Design sipo_deserializer, sky130hd; sources not shown.
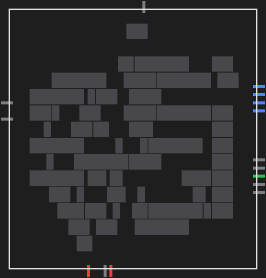
Fig. 1. I/O pins on the die edge.
Scale: 6 px per µm. Pins as bars across the die edge, other pins in gray.
Key: green = `ovf_clr` [pins 1, direction input, edge east]; blue = `out_data` [pins 4, direction output, edge east]; red = `bit_cnt` [pins 2, direction output, edge south]
All pins by edge: 9 east, 3 south, 2 west, 1 north.
I/O Buffers: 14
Die Wd: 41 µm
Die Height: 43 µm

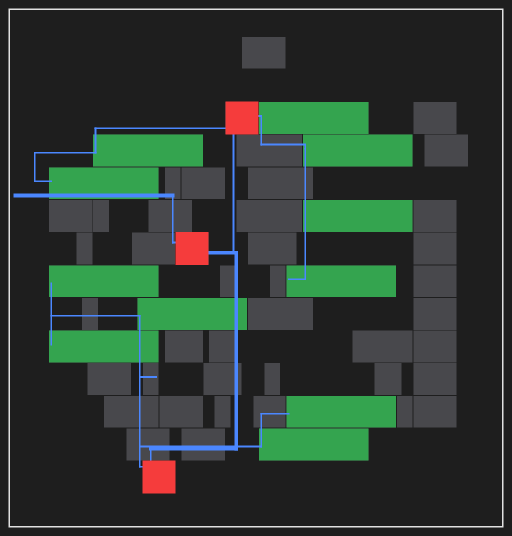
Fig. 2. Routed clock nets over the placement.
Scale: 12 px per µm.
Key: red = cells driving clock nets [count 3]; green = flip-flops [count 11]; blue = clock wires [length 143 µm]
There are 4 routed clock nets.
Latency at later pin: 0.27 ns
clock share of power: 33.2%
Clk. pwr: 135 µW

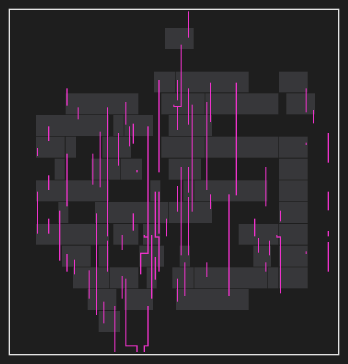
Fig. 3. M2 wires.
Scale: 8 px per µm.
51 nets have wire on it. The layer holds 43% of the routed length. The layer carries 325 µm of wire.
vias: 316
GRT met2 Usage: 12.8%
routed wire length: 760 µm

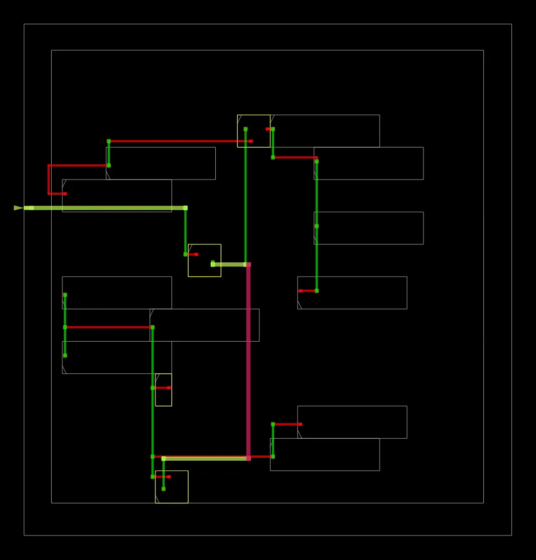
Fig. 4. The clock network.
Seq cells: 11
Clock Skew: 0.000521 ns
CLK BUF: 4
clock sink count: 11

==> reports/qor.txt <==
Outcome: finished clean
CP Capture Type: output port
Global-route wire length before repair: 1.22 mm
Vias in the first global route: 280
HPWL Detailed: 593 µm
Most numerous logic cell after layout: clkdlybuf4s50_1
Worst path required time: 1.76 ns
Nets: 63
Synth Instances: 35
Slowest Stage Delay on Critical Path: 0.52 ns
Largest net degree at the start of global routing: 12
Worst Setup Slack, final: 0.588 ns
Critical path arrival: 1.17 ns
Pre-CTS setup slack: 0.440 ns
Row cnt: 14
FMAX: 0.620 GHz
TritonCTS Buffers: 3
R2r setup slk: 0.85 ns
Log Warnings: 26
Worst-Margin Slew: 0.465 ns
Max reg flops: 4
Worst path depth: 1
Area leader, netlist: dfrtp_1
Grt ovf: 0
Final hold vios: 0
Worst slew margin: 68.9%
Setup bufs post-CTS: 0
Mean Syn Cell Area: 13.6 µm²
Yosys stat area: 477 µm²
area by class of cell:
type / count / area [µm²] / share of cell area [%]
Timing Repair Buffer: 15 / 148 / 22.0
Tap cell: 16 / 20.0 / 2.99
Clock buffer: 4 / 26.3 / 3.92
Inverter: 2 / 7.51 / 1.12
Sequential cell: 11 / 275 / 41.0
Multi-Input combinational cell: 22 / 194 / 28.9
power by group through the flow:
stage / registers (mW) / clock network, mW / logic [mW]
final: 0.218 / 0.135 / 0.0545
after global routing: 0.219 / 0.150 / 0.0599
after CTS: 0.218 / 0.144 / 0.0557
after detailed placement: 0.222 / 0 / 0.0553
after global placement: 0.222 / 0 / 0.0553
after floorplan: 0.222 / 0 / 0.0186
layer usage:
layer / GRT usage [%] / vias to the layer above / share of wire [%]
met4: 8.00 / 0 / 2.1
li1: - / 155 / -
met5: - / - / 0
met3: 4.71 / 2 / 6.4
met1: 14.8 / 145 / 49
met2: 12.8 / 14 / 43
logic make-up (layout without fill, tap and decap cells):
logic type      Yosys count  after routing  synth area share (%)
flops                    11             11                  57.7
simple gates             11             11                  13.9
mux                       8              8                  21.0
compound gates            2              2                  3.15
buf+inv                   2             21                  1.58
fa+ha+maj                 1              1                  2.62
cell usage after synthesis:
master	number
mux2_4	4
nand2_4	1
mux2i_1	4
a21oi_2	1
or3b_1	1
ha_1	1
dfrtp_1	11
o22ai_1	1
nand2_1	2
nand2b_1	1
nor2_1	5
inv_1	2
nand2b_4	1
Power figures rest on the tool's default switching activity, not on a simulated workload.
